$ cat config.mk
export PLATFORM = sky130hd
export DESIGN_NAME = sumsq_sqrt_frame_flat
export DESIGN_NICKNAME = d
export VERILOG_FILES = /design/src/rtl/sumsq_sqrt_frame_if.sv /design/src/rtl/sumsq_sqrt_frame.sv /design/src/flat_wrapper.sv
export SDC_FILE = /design/constraint.sdc
export NUM_CORES = 1
export LEC_CHECK = 0
export ABC_CLOCK_PERIOD_IN_PS = 8500
export CORE_ASPECT_RATIO = 1.4
export CORE_MARGIN = 5
export CORE_UTILIZATION = 60
export DETAILED_ROUTE_END_ITERATION = 16
export HOLD_SLACK_MARGIN = 0.12
export PLACE_DENSITY = 0.85
export SLEW_MARGIN = 15
export SYNTH_ARGS = -nofsm -noshare
export SYNTH_HDL_FRONTEND = slang
export SYNTH_SLANG_ARGS = --single-unit
$ cat constraint.sdc
create_clock -name clk -period 8.5 [get_ports clk]
set_input_delay 2.125 -clock clk [delete_from_list [all_inputs] [get_ports clk]]
set_output_delay 2.125 -clock clk [all_outputs]
set_load 0.1 [all_outputs]
$ cat src/rtl/sumsq_sqrt_frame_if.sv
// Sample-in / result-out bus for the frame sum-of-squares root block.
//
// Handshake semantics (both directions): a transfer happens on a rising clk
// edge where the sender's valid and the receiver's ready are both 1. A sender
// may raise valid at any time. While valid is 1 and no transfer has happened,
// the sender keeps its payload unchanged. ready is allowed to depend on state
// only; it never depends combinationally on the matching valid.
//   sample side : valid_in / ready_in carry {a, last_in}
//   result side : valid_out / ready_out carry {g, overflow}
interface sumsq_sqrt_frame_if #(
    parameter int DATA_W = 8,
    parameter int ACC_W  = 20
);
    logic [DATA_W-1:0]  a;
    logic               valid_in;
    logic               last_in;
    logic               ready_in;
    logic [ACC_W/2-1:0] g;
    logic               overflow;
    logic               valid_out;
    logic               ready_out;

    // Block side
    modport slave (
        input  a, valid_in, last_in, ready_out,
        output ready_in, g, overflow, valid_out
    );

    // Producer/consumer side
    modport master (
        output a, valid_in, last_in, ready_out,
        input  ready_in, g, overflow, valid_out
    );
endinterface

$ cat src/rtl/sumsq_sqrt_frame.sv
// Frame sum-of-squares with an iterative floor-square-root.
// Samples are squared and summed into a saturating accumulator. When the
// frame-closing beat arrives, the sum becomes the radicand of a restoring
// root engine that produces one result bit per clock, MSB first. The result
// is then held until the consumer takes it.
// DATA_W must be in 2..16; ACC_W must be even and at least 2*DATA_W.
module sumsq_sqrt_frame #(
    parameter int DATA_W = 8,
    parameter int ACC_W  = 20,
    parameter bit SIGNED = 1'b0
) (
    input  logic                 clk,
    input  logic                 reset,
    sumsq_sqrt_frame_if.slave    bus,
    output logic [1:0]           state_dbg
);
    localparam int HW    = ACC_W / 2;
    localparam int CNT_W = (HW > 2) ? $clog2(HW) : 1;
    localparam int REM_W = HW + 2;
    localparam int TRY_W = REM_W + 2;
    localparam int SQ_W  = 2 * DATA_W;

    typedef enum logic [1:0] {
        ACCUM = 2'd0,
        SQRT  = 2'd1,
        HOLD  = 2'd2
    } state_t;

    state_t             state, state_nxt;
    logic               valid_out_q;
    logic [ACC_W-1:0]   acc;
    logic               ovf;
    logic [ACC_W-1:0]   rad;
    logic [REM_W-1:0]   rem;
    logic [HW-1:0]      root;
    logic [CNT_W-1:0]   cnt;
    logic [HW-1:0]      g_q;

    logic               beat;
    logic [SQ_W-1:0]    sq;
    logic [ACC_W:0]     sum_ext;
    logic [ACC_W-1:0]   acc_upd;
    logic               ovf_upd;
    logic [TRY_W-1:0]   rem_sh;
    logic [TRY_W-1:0]   sub;
    logic               take;
    logic [REM_W-1:0]   rem_nxt;
    logic [HW-1:0]      root_nxt;

    // Square of the sample; the signed square of a two's complement value is
    // never negative and fits 2*DATA_W bits even for the most negative input.
    generate
        if (SIGNED) begin : g_sq_signed
            logic signed [SQ_W-1:0] a_sx;
            logic signed [SQ_W-1:0] sq_s;
            assign a_sx = SQ_W'($signed(bus.a));
            assign sq_s = a_sx * a_sx;
            assign sq   = sq_s;
        end else begin : g_sq_unsigned
            logic [SQ_W-1:0] a_zx;
            assign a_zx = SQ_W'(bus.a);
            assign sq   = a_zx * a_zx;
        end
    endgenerate

    // Accumulate with one guard bit; a carry into it pins the sum at full scale.
    always_comb begin
        beat    = bus.valid_in && (state == ACCUM);
        sum_ext = {1'b0, acc} + (ACC_W+1)'(sq);
        acc_upd = sum_ext[ACC_W] ? {ACC_W{1'b1}} : sum_ext[ACC_W-1:0];
        ovf_upd = ovf | sum_ext[ACC_W];
    end

    // One restoring-root step: pull two radicand bits, try subtracting 4r+1.
    always_comb begin
        rem_sh   = {rem, rad[ACC_W-1 -: 2]};
        sub      = TRY_W'({root, 2'b01});
        take     = (rem_sh >= sub);
        rem_nxt  = take ? REM_W'(rem_sh - sub) : REM_W'(rem_sh);
        root_nxt = {root[HW-2:0], take};
    end

    // Next-state decode for ACCUM -> SQRT -> HOLD -> ACCUM.
    always_comb begin
        state_nxt = state;
        case (state)
            ACCUM:   if (beat && bus.last_in) state_nxt = SQRT;
            SQRT:    if (cnt == '0) state_nxt = HOLD;
            HOLD:    if (bus.ready_out) state_nxt = ACCUM;
            default: state_nxt = ACCUM;
        endcase
    end

    // State register and the registered result-valid flag.
    always_ff @(posedge clk or negedge reset) begin
        if (!reset) begin
            state       <= ACCUM;
            valid_out_q <= 1'b0;
        end else begin
            state       <= state_nxt;
            valid_out_q <= (state_nxt == HOLD);
        end
    end

    // Accumulator, overflow flag, root engine and result register.
    always_ff @(posedge clk or negedge reset) begin
        if (!reset) begin
            acc  <= '0;
            ovf  <= 1'b0;
            rad  <= '0;
            rem  <= '0;
            root <= '0;
            cnt  <= '0;
            g_q  <= '0;
        end else begin
            case (state)
                ACCUM: begin
                    if (beat) begin
                        ovf <= ovf_upd;
                        if (bus.last_in) begin
                            rad  <= acc_upd;
                            acc  <= '0;
                            rem  <= '0;
                            root <= '0;
                            cnt  <= CNT_W'(HW - 1);
                        end else begin
                            acc <= acc_upd;
                        end
                    end
                end
                SQRT: begin
                    rad  <= rad << 2;
                    rem  <= rem_nxt;
                    root <= root_nxt;
                    cnt  <= cnt - 1'b1;
                    if (cnt == '0) g_q <= root_nxt;
                end
                HOLD: begin
                    if (bus.ready_out) ovf <= 1'b0;
                end
                default: ;
            endcase
        end
    end

    assign bus.ready_in  = (state == ACCUM);
    assign bus.valid_out = valid_out_q;
    assign bus.g         = g_q;
    assign bus.overflow  = ovf;
    assign state_dbg     = state;

endmodule
$ cat src/flat_wrapper.sv
// flat-port wrapper written by rule: the top's interface ports become plain ports
module sumsq_sqrt_frame_flat 
#(
    parameter int DATA_W = 8,
    parameter int ACC_W  = 20,
    parameter bit SIGNED = 1'b0
)
  (clk, reset, state_dbg, bus_a, bus_valid_in, bus_last_in, bus_ready_out, bus_ready_in, bus_g, bus_overflow, bus_valid_out);
  sumsq_sqrt_frame_if #(.DATA_W(DATA_W), .ACC_W(ACC_W)) bus_i ();
  input  logic clk;
  input  logic reset;
  output logic [1:0] state_dbg;
  input wire logic [$bits(bus_i.a)-1:0] bus_a;
  input wire logic [$bits(bus_i.valid_in)-1:0] bus_valid_in;
  input wire logic [$bits(bus_i.last_in)-1:0] bus_last_in;
  input wire logic [$bits(bus_i.ready_out)-1:0] bus_ready_out;
  output wire logic [$bits(bus_i.ready_in)-1:0] bus_ready_in;
  output wire logic [$bits(bus_i.g)-1:0] bus_g;
  output wire logic [$bits(bus_i.overflow)-1:0] bus_overflow;
  output wire logic [$bits(bus_i.valid_out)-1:0] bus_valid_out;
  assign bus_i.a = bus_a;
  assign bus_i.valid_in = bus_valid_in;
  assign bus_i.last_in = bus_last_in;
  assign bus_i.ready_out = bus_ready_out;
  assign bus_ready_in = bus_i.ready_in;
  assign bus_g = bus_i.g;
  assign bus_overflow = bus_i.overflow;
  assign bus_valid_out = bus_i.valid_out;
  sumsq_sqrt_frame #(.DATA_W(DATA_W), .ACC_W(ACC_W), .SIGNED(SIGNED)) u_core (.clk(clk), .reset(reset), .bus(bus_i), .state_dbg(state_dbg));
endmodule
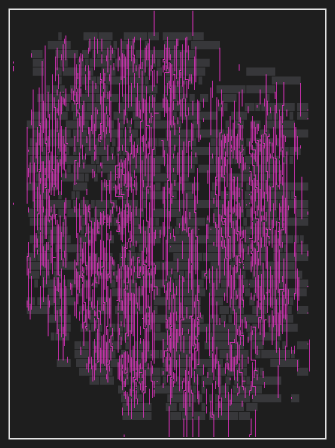
(run_1/m2.png)
share of all routed wire: 55%
main direction: vertical
wire length on this layer: 7420 um
drt total wl: 13600 um
met2 Track Usage GR: 41.0%
routed vias: 5012

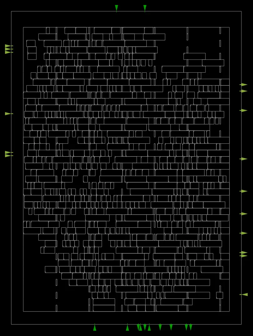
(run_1/placed.png)
Tapcells: 138
Core Region: 10400 um^2
Row Count: 44
flop count: 80

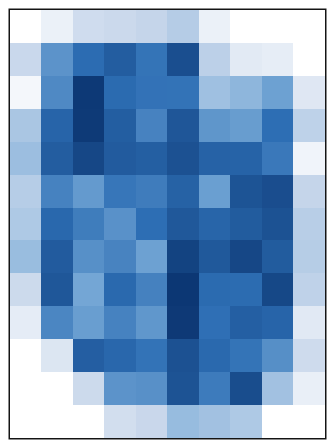
(run_1/util_map.png)
10 x 13 tiles, from white (low) to dark blue (high), 0 to 100% covered.
tiles over 75% full: 34%
fullest tile: 97%
nearly empty tiles: 10%

==> run 1: kinds of logic (layout without fill, tap and decap cells) <==
| logic type | Yosys count | count (layout) | synth area share, % |
|---|---|---|---|
| compound gates | 193 | 193 | 19.1 |
| simple gates | 183 | 183 | 14.1 |
| buf+inv | 112 | 127 | 6.94 |
| fa+ha+maj | 95 | 95 | 23.0 |
| flops | 80 | 80 | 31.5 |
| xor+xnor | 23 | 23 | 3.16 |
| mux | 14 | 14 | 2.26 |
==> run 1: synth_stat cells, drive strengths merged, types with 7 or more instances <==
| library cell | n |
|---|---|
| nor2b | 7 |
| a21oi | 40 |
| inv | 82 |
| nor2 | 30 |
| buf | 7 |
| dfrtp | 80 |
| fa | 37 |
| a21o | 10 |
| clkbuf | 23 |
| nand2 | 73 |
| a22oi | 16 |
| and2 | 21 |
| a31oi | 7 |
| ha | 58 |
| nand3 | 12 |
| o21ai | 79 |
| mux2i | 11 |
| nand2b | 7 |
| xnor2 | 17 |
==> run 1: flip-flops by register name, indices dropped and copies added (netlist names) <==
name and cells:
u_core.acc 20, u_core.bus.g 10, u_core.bus.overflow 1, u_core.bus.valid_out 1, u_core.cnt 4, u_core.rad 20, u_core.rem 12, u_core.root 10
u_core.state_dbg 2
==> run 1: routing by layer <==
metal  vias up  track usage (%)  routed length, um
met2       115             41.0               7420
met4         0             8.51                342
li1       2423                -                  -
met3        26             2.96                388
met1      2448             26.4               5450
met5         -                0                  0
==> run 1: critical path, cell delays in order <==
cell and delay, ns:
clkdlybuf4s50_1 0.63, and2_1 0.22, inv_1 0.07, fa_1 0.48, fa_1 0.52, inv_1 0.04
ha_1 0.31, fa_1 0.53, ha_1 0.34, a211oi_1 0.44, o21ai_1 0.28, a31oi_2 0.34
a2111oi_4 0.11, buf_4 0.23, a31oi_1 0.32, o21ai_1 0.12
==> run 1: through the flow <==
step	cell area, um^2	util (%)	setup slack [ns]	instances	hold slack [ns]
global route	6950	66.8	1.33	853	0.506
detailed placement	6690	64.3	1.26	837	0.471
floorplan	6360	-	2.17	700	0.447
finish	6950	66.8	1.58	853	0.479
CTS	6950	66.8	1.62	853	0.482
global placement	6690	64.3	1.40	837	0.462
==> run 1: how the worst max path moves through the flow <==
stage	to	slack [ns]	depth (start not counted)
floorplan	u_core.bus.overflow	2.17	17
global placement	u_core.acc[14]	1.40	16
detailed placement	u_core.acc[14]	1.26	16
CTS	u_core.acc[14]	1.62	16
global route	u_core.rad[17]	1.33	18
finish	u_core.acc[14]	1.58	16
==> run 1: area by class of cell <==
cell class / count / area, um^2
multi-input cells: 508 / 3920
fillers: 823 / 3450
flip-flops and latches: 80 / 2000
inverters: 82 / 308
repair buffers: 29 / 283
clock buffers: 11 / 233
well taps: 138 / 173
clock inverters: 5 / 31.3
==> results.txt, run 1 <==
R2R setup slack: 3.77 ns
Total tool warning count: 32
RR Endpoint: u_core.acc[14]
Nets: 818
Setup crit start: bus_a[0]
Max Fclk: 144 MHz
Synthesis area per yosys: 6360 um^2
Initial drt markers: 266
Final hold violation count: 0
WHS Endpoint: u_core.bus.g[9]
Setup-failing EPs final: 0
Top post-synthesis cells by area: dfrtp_1 31%, fa_1 12%, ha_1 11%, inv_1 4.8%, o21ai_0 4.6%
Overflow after GRT: 0
WL per Instance: 15.9 um
Cts repair resizes: 0
Num CTS Buffers: 9
GP Congestion: 0.919
Layout area overhead: 9.20%
Share of layout cells above drive strength 1: 4.90%
Diode count: 0
Worst EP required: 8.70 ns
Number of global-route vias before repair: 5237
Die Span X: 97.0 um
Post-CTS setup buffer count: 0
Reg2reg start: u_core.acc[6]
Setup CP Type: in -> reg
H-Tree Depth: 3
Ys cells: 700
Fin crit share: 81.4%
Top-area cell type share of the netlist area: 31.5%
Crit path launch type: input pin
Mean area per synthesized cell: 9.09 um^2
RSZ-0062 raised after global routing: false
Asr flop ratio synth: 100%
Slew @ Worst Pin: 1.13 ns
Status: finished clean
Max clock buf depth: 2
Clk root buf: clkbuf_16
Router iterations before antenna repair: 5
Cell taking the most area after synthesis: dfrtp_1
Post-Syn Area: 6360 um^2
CTS tree: built
Worst-skew pair later-pin latency: 0.34 ns
WP data arrival: 7.12 ns
Reg2Reg Depth: 14
Final Max Slew Viols: 0
# DRC: 0
Hold depth: 2
Die height: 132 um
Starting Density: 61.2%
Antenna violations before repair: 0
Min-delay src: u_core.bus.g[9]
Die area: 12800 um^2
Register area share after synthesis: 31.5%
Setup_tns: 0 ns
Relative slew slack: 24.2%
PortBufs: 27
Vias per Instance: 5.88
Ys flop type: dfrtp_1
Max FO, Critical Path: 20
Hold crit path type: reg -> reg
Syn Inst Count: 700
Final min period: 6.92 ns
Synth flops: 80
Hold Buf Count CTS: 0
Yosys warns: 0
Global-route wire length before repair: 24000 um
Distinct cells, synth: 59
Pin count of the biggest net entering global routing: 81
Nets at Floorplan: 808
Dpl hpwl: 10600 um
Skew final: 0.00909 ns
Worst Setup End Kind: flip-flop
Top cell excl fill/tap: inv_1
Worst-path clk slew: 0.06 ns
GRT Overall Usage: 22.4%
Top logic cells by instance count in the layout: 82 x inv_1, 80 x dfrtp_1, 73 x nand2_1, 58 x o21ai_0, 58 x ha_1
Clock sink count: 80
Max-cap violations: 0
# IOs: 28
Antenna Nets Post-Route: 0
Count of library flops with an enable pin: 0
==> run_1/m1.png <==
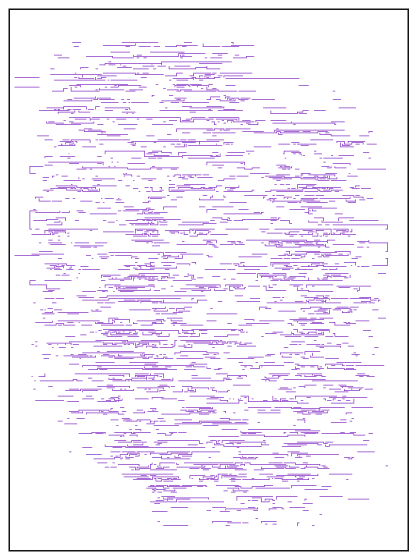

==> run 1 -> run 2 <==
Settings changed: ABC_CLOCK_PERIOD_IN_PS 8500 to 5810, CORE_UTILIZATION 60 to 56, PLACE_DENSITY 0.85 to 0.84.
Clock period 8.5 ns to 5.81 ns, I/O delays scaled along.
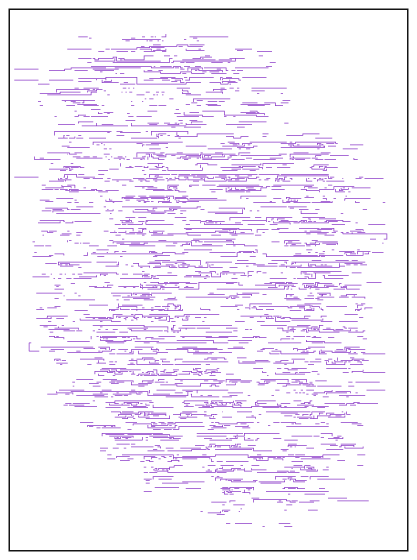
(run_2/m1.png)
share of all routed wire: 36%
longest straight run: 22.5 um
nets with wire on the layer: 829
drt total wl: 15700 um
routed vias: 5552
M1 GR Usage: 25.6%

==> results.txt, run 2 <==
Status: finished clean
Final hold violation count: 0
Crit path launch type: input pin
Max-cap violations: 0
Clock sink count: 80
WP data arrival: 5.91 ns
Hold crit path type: reg -> reg
WHS: 0.477 ns
Fin crit share: 97.7%
Top cell excl fill/tap: inv_1
Synthesis area per yosys: 6360 um^2
Router iterations before antenna repair: 5
Regs by FF count: u_core.acc (20), u_core.rad (20), u_core.rem (12)
Vias per Instance: 6.00
# DRC: 0
Met2 Track Usage GR: 46.7%
Core Region: 11200 um^2
GRT Overall Usage: 24.6%
Total tool warning count: 32
Distinct cells, synth: 59
Relative slew slack: 34.5%
Number of global-route vias before repair: 5906
Asr flop ratio synth: 100%
CTS tree: built
Die Span X: 100 um
Slew @ Worst Pin: 0.983 ns
Top-count cell post-synth: inv_1
Fin util: 67.5%
Nets: 885
GP Congestion: 0.929
Top-area cell type share of the netlist area: 31.5%
Setup-failing EPs final: 0
Pin count of the biggest net entering global routing: 81
Max FO, Critical Path: 5
Ys flop type: dfrtp_1
Final std cells w/o fill: 926
WL per Instance: 17.0 um
Worst-skew pair later-pin latency: 0.34 ns
Yosys warns: 0
Gr busiest metal: met2
Register Area: 2000 um^2
Hold Buf Count CTS: 0
Cell taking the most area after synthesis: dfrtp_1
Syn Inst Count: 700
Max clock buf depth: 2
Nets at Floorplan: 808
Top logic cells by instance count in the layout: 82 x inv_1, 80 x dfrtp_1, 73 x nand2_1, 67 x buf_4, 57 x ha_1
Worst-path clk slew: 0.06 ns
Post-Syn Area: 6360 um^2
Ys cells: 700
Dpl hpwl: 11900 um
Top post-synthesis cells by area: dfrtp_1 31%, fa_1 12%, ha_1 11%, inv_1 4.8%, o21ai_0 4.6%
Global-route wire length before repair: 26600 um
Worst EP required: 6.05 ns
Initial drt markers: 399
MI comb area: 3970 um^2
Antenna Nets Post-Route: 0
Row Count: 46
Die area: 13600 um^2
Skew final: 0.00616 ns
Final min period: 5.67 ns
Dpl cells: 904
PortBufs: 27
H-Tree Depth: 3
Layout area overhead: 19.1%
Max Fclk: 176 MHz
Die height: 136 um
Fill count: 864
Final Max Slew Viols: 0
Register area share after synthesis: 31.5%
Diode count: 0
Share of layout cells above drive strength 1: 14.7%
Starting Density: 56.7%
Num CTS Buffers: 9
Antenna violations before repair: 0
Count of library flops with an enable pin: 0
Top post-synthesis cells by count: 82 x inv_1, 80 x dfrtp_1, 73 x nand2_1
Synth flops: 80
GRT met3 Usage: 2.77%
# IOs: 28
Mean area per synthesized cell: 9.09 um^2
Setup CP Type: in -> reg
Clk root buf: clkbuf_16
Overflow after GRT: 0
Worst Setup End Kind: flip-flop
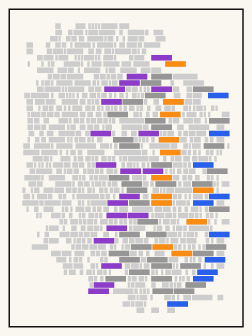
(run_2/ff_map.png)
| color | name in the netlist | flops |
|---|---|---|
| purple | u_core.acc | 20 |
| orange | u_core.rem | 12 |
| blue | u_core.bus.g | 10 |

==> run 2: path summary, 6_finish.rpt <==
check | slack (ns) | from | depth (start not counted) | endpoint
worst min-delay path | 0.48 | u_core.bus.g[0] | 2 | u_core.bus.g[0]
worst min register to register | 0.48 | u_core.bus.g[0] | 2 | u_core.bus.g[0]
worst max register to register | 1.27 | u_core.acc[6] | 16 | u_core.rad[6]
worst max-delay path | 0.14 | bus_a[2] | 17 | u_core.rad[6]
max in group asynchronous | 3.90 | reset | 1 | u_core.bus.g[9]
min in group asynchronous | 1.28 | reset | 1 | u_core.bus.valid_out
==> run 2: what timing repair did <==
item | 4_1_cts | 5_1_grt
setup endpoints to repair | 41 | 40
pin swaps | 3 | 6
gates resized | 15 | 15
setup buffers | 3 | 1
gates cloned | 2 | 0
==> run 2: cells by family (layout without fill, tap and decap cells) <==
kind of cell	count (synthesis)	after routing	synth area share, %
simple gates	183	183	14.1
buf+inv	112	194	6.94
compound gates	193	193	19.1
flops	80	80	31.5
fa+ha+maj	95	95	23.0
mux	14	14	2.26
xor+xnor	23	23	3.16
==> run 2: cell type report <==
type | count | area share [%]
tap | 144 | 2.38
sequential | 80 | 26.4
clock buffer | 11 | 3.07
timing repair buffer | 96 | 10.6
inverter | 82 | 4.06
clock inverter | 5 | 1.07
multi-input combinational | 508 | 52.4
==> run 2: through the flow <==
step,cell area (um^2),setup WS (ns),TNS [ns]
global placement,7160,-0.311,-11.06
CTS,7560,0.116,0
finish,7580,0.136,0
global route,7580,-0.00316,-0.00436
floorplan,6360,0.149,0
detailed placement,7160,-0.505,-16.79
==> run 2: metal layers <==
layer	vias to the layer above	share of wire, %
li1	2567	-
met1	2735	36
met2	188	55
met3	62	3.6
met4	0	4.7
met5	-	0
==> run 2: worst max-delay path, cell delays in order <==
cell,delay [ns]
clkdlybuf4s15_1,0.24
and2_4,0.21
fa_1,0.53
fa_1,0.52
fa_1,0.54
inv_1,0.05
fa_1,0.53
inv_1,0.07
ha_4,0.27
nand3_1,0.13
nor2_2,0.21
a31oi_4,0.13
a2111oi_4,0.47
buf_4,0.19
buf_6,0.12
nor2_1,0.07
o21ai_1,0.18
==> run_2/m2.png <==
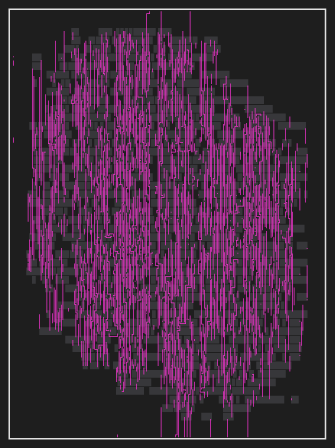

==> run 2 -> run 3 <==
Settings changed: ABC_CLOCK_PERIOD_IN_PS 5810 to 6270, CORE_UTILIZATION 56 to 60, PLACE_DENSITY 0.84 to 0.85.
Clock period 5.81 ns to 6.27 ns, I/O delays scaled along.
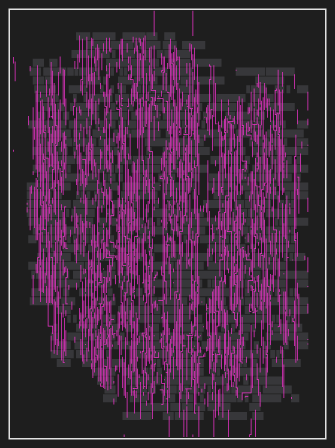
(run_3/m2.png)
wire length on this layer: 8020 um
nets with wire on the layer: 761
longest straight run: 37.6 um
share of all routed wire: 55%
main direction: vertical
met2 Track Usage GR: 45.2%
routed vias: 5274
drt total wl: 14600 um

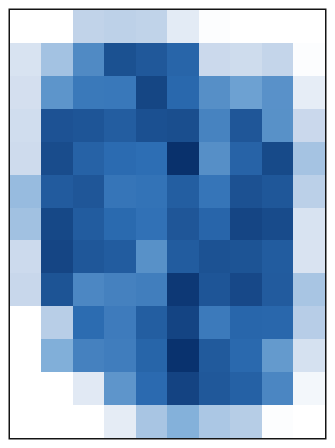
(run_3/util_map.png)
10 x 13 tiles, from white (low) to dark blue (high), 0 to 100% covered.
emptiest ninth of the die: lower left
nearly empty tiles: 12%
mean over tiles: 55%
densest ninth of the die: center

==> results.txt, run 3 <==
Clock sink count: 80
Initial drt markers: 410
Die height: 132 um
Synth flops: 80
Clk root buf: clkbuf_16
Hold Buf Count CTS: 0
Dpl hpwl: 11200 um
WL per Instance: 16.5 um
XORs/XNORs by Area: 3.16%
# IOs: 28
Yosys warns: 0
Ys cells: 700
Max FO, Critical Path: 15
Antenna Nets Post-Route: 0
Post-Syn Area: 6360 um^2
Min-delay src: u_core.bus.g[6]
H-Tree Depth: 3
Starting Density: 61.2%
Top post-synthesis cells by count: 82 x inv_1, 80 x dfrtp_1, 73 x nand2_1
Mean area per synthesized cell: 9.09 um^2
Nets: 850
Final Max Slew Viols: 0
Setup CP Type: in -> reg
Slew @ Worst Pin: 0.993 ns
RR Endpoint: u_core.rad[11]
Vias per Instance: 5.96
Final hold violation count: 0
Reg2Reg Depth: 14
Worst-path clk slew: 0.06 ns
Skew final: 0.00532 ns
Top logic cells by instance count in the layout: 82 x inv_1, 80 x dfrtp_1, 73 x nand2_1, 58 x o21ai_0, 58 x ha_1
Total tool warning count: 32
Top post-synthesis cells by area: dfrtp_1 31%, fa_1 12%, ha_1 11%, inv_1 4.8%, o21ai_0 4.6%
Antenna violations before repair: 0
Share of layout cells above drive strength 1: 9.24%
Top-area cell type share of the netlist area: 31.5%
Synthesis area per yosys: 6360 um^2
Asr flop ratio synth: 100%
Num CTS Buffers: 9
Top logic family: adder cells
Adder Area Share: 23.0%
Ys flop type: dfrtp_1
Pin count of the biggest net entering global routing: 81
Overflow after GRT: 0
Final min period: 6.07 ns
CTS tree: built
Status: finished clean
Cell taking the most area after synthesis: dfrtp_1
Max Fclk: 165 MHz
Top-count cell post-synth: inv_1
Worst Setup End Kind: flip-flop
Layout area overhead: 13.5%
Crit path launch type: input pin
Core Region: 10400 um^2
Fin crit share: 96.8%
Diode count: 0
Die area: 12800 um^2
R2R setup slack: 1.73 ns
Reg2reg start: u_core.acc[6]
Fill count: 773
Register Area: 2000 um^2
Hold crit path type: reg -> reg
Die Span X: 97.0 um
Worst EP required: 6.51 ns
Max clock buf depth: 2
Worst-skew pair later-pin latency: 0.34 ns
Setup-failing EPs final: 0
Row Count: 44
Distinct cells, synth: 59
WP data arrival: 6.31 ns
GRT Overall Usage: 23.7%
GP Congestion: 0.924
Register area share after synthesis: 31.5%
Regs by FF count: u_core.acc (20), u_core.rad (20), u_core.rem (12)
WHS: 0.479 ns
Hold depth: 2
PortBufs: 27
Router iterations before antenna repair: 5
Relative slew slack: 33.6%
MI comb area: 3920 um^2
Mux area share: 2.26%
# DRC: 0
Top cell excl fill/tap: inv_1
Setup_tns: 0 ns
Nets at Floorplan: 808
RSZ-0062 raised after global routing: false
Number of global-route vias before repair: 5519
Global-route wire length before repair: 25100 um
-- run 3: cell counts after synthesis --
No cell type changed its count.
-- run 3: cell families after synthesis --
family,count (synthesis)
compound gates,193
xor+xnor,23
fa+ha+maj,95
buf+inv,112
flops,80
mux,14
simple gates,183
-- run 3: how the worst max path moves through the flow --
stage / endpoint / slack [ns] / cells after the start / from
after floorplan: u_core.bus.overflow / 0.49 / 17 / bus_a[5]
after global placement: u_core.acc[12] / -0.05 / 17 / bus_a[0]
after detailed placement: u_core.rad[9] / -0.20 / 17 / bus_a[0]
after CTS: u_core.rad[11] / 0.17 / 17 / bus_a[0]
after global routing: u_core.acc[13] / 0.02 / 17 / bus_a[0]
final: u_core.rad[11] / 0.20 / 16 / bus_a[1]
-- run 3: through the flow --
step,utilization [%],instances,instance area (um^2),setup slack [ns]
finish,69.4,885,7230,0.200
global route,69.4,885,7230,0.0209
CTS,69.4,885,7220,0.166
detailed placement,66.7,869,6940,-0.200
global placement,66.7,869,6940,-0.0460
floorplan,-,700,6360,0.494
-- run 3: worst max-delay path, cell delays in order --
cell,delay (ns)
clkdlybuf4s50_1,0.51
and2_1,0.25
fa_1,0.51
inv_1,0.05
fa_1,0.54
fa_1,0.44
fa_1,0.54
inv_1,0.05
ha_1,0.28
o21ai_0,0.11
o21ai_1,0.31
a31oi_2,0.22
a2111oi_4,0.47
buf_12,0.20
a21oi_1,0.07
o21ai_1,0.18
-- run 3: cell type report --
class,count,share of cell area [%]
clock buffers,13,3.74
clock inverters,3,0.208
inverters,82,4.26
multi-input cells,508,54.3
flip-flops and latches,80,27.7
well taps,138,2.39
repair buffers,61,7.41
-- run 3: metal layers --
metal | part of all wire [%] | GRT usage (%) | vias up
li1 | - | - | 2484
met1 | 38 | 25.5 | 2612
met2 | 55 | 45.2 | 130
met3 | 3.2 | 3.39 | 48
met4 | 3.4 | 10.5 | 0
met5 | 0 | 0 | -
-- run 3: timing repair --
item | CTS | global route
endpoints found under the hold margin | 0 | 0
buffers inserted | 0 | 0
setup endpoints to repair | 0 | 21
resized | 0 | 1
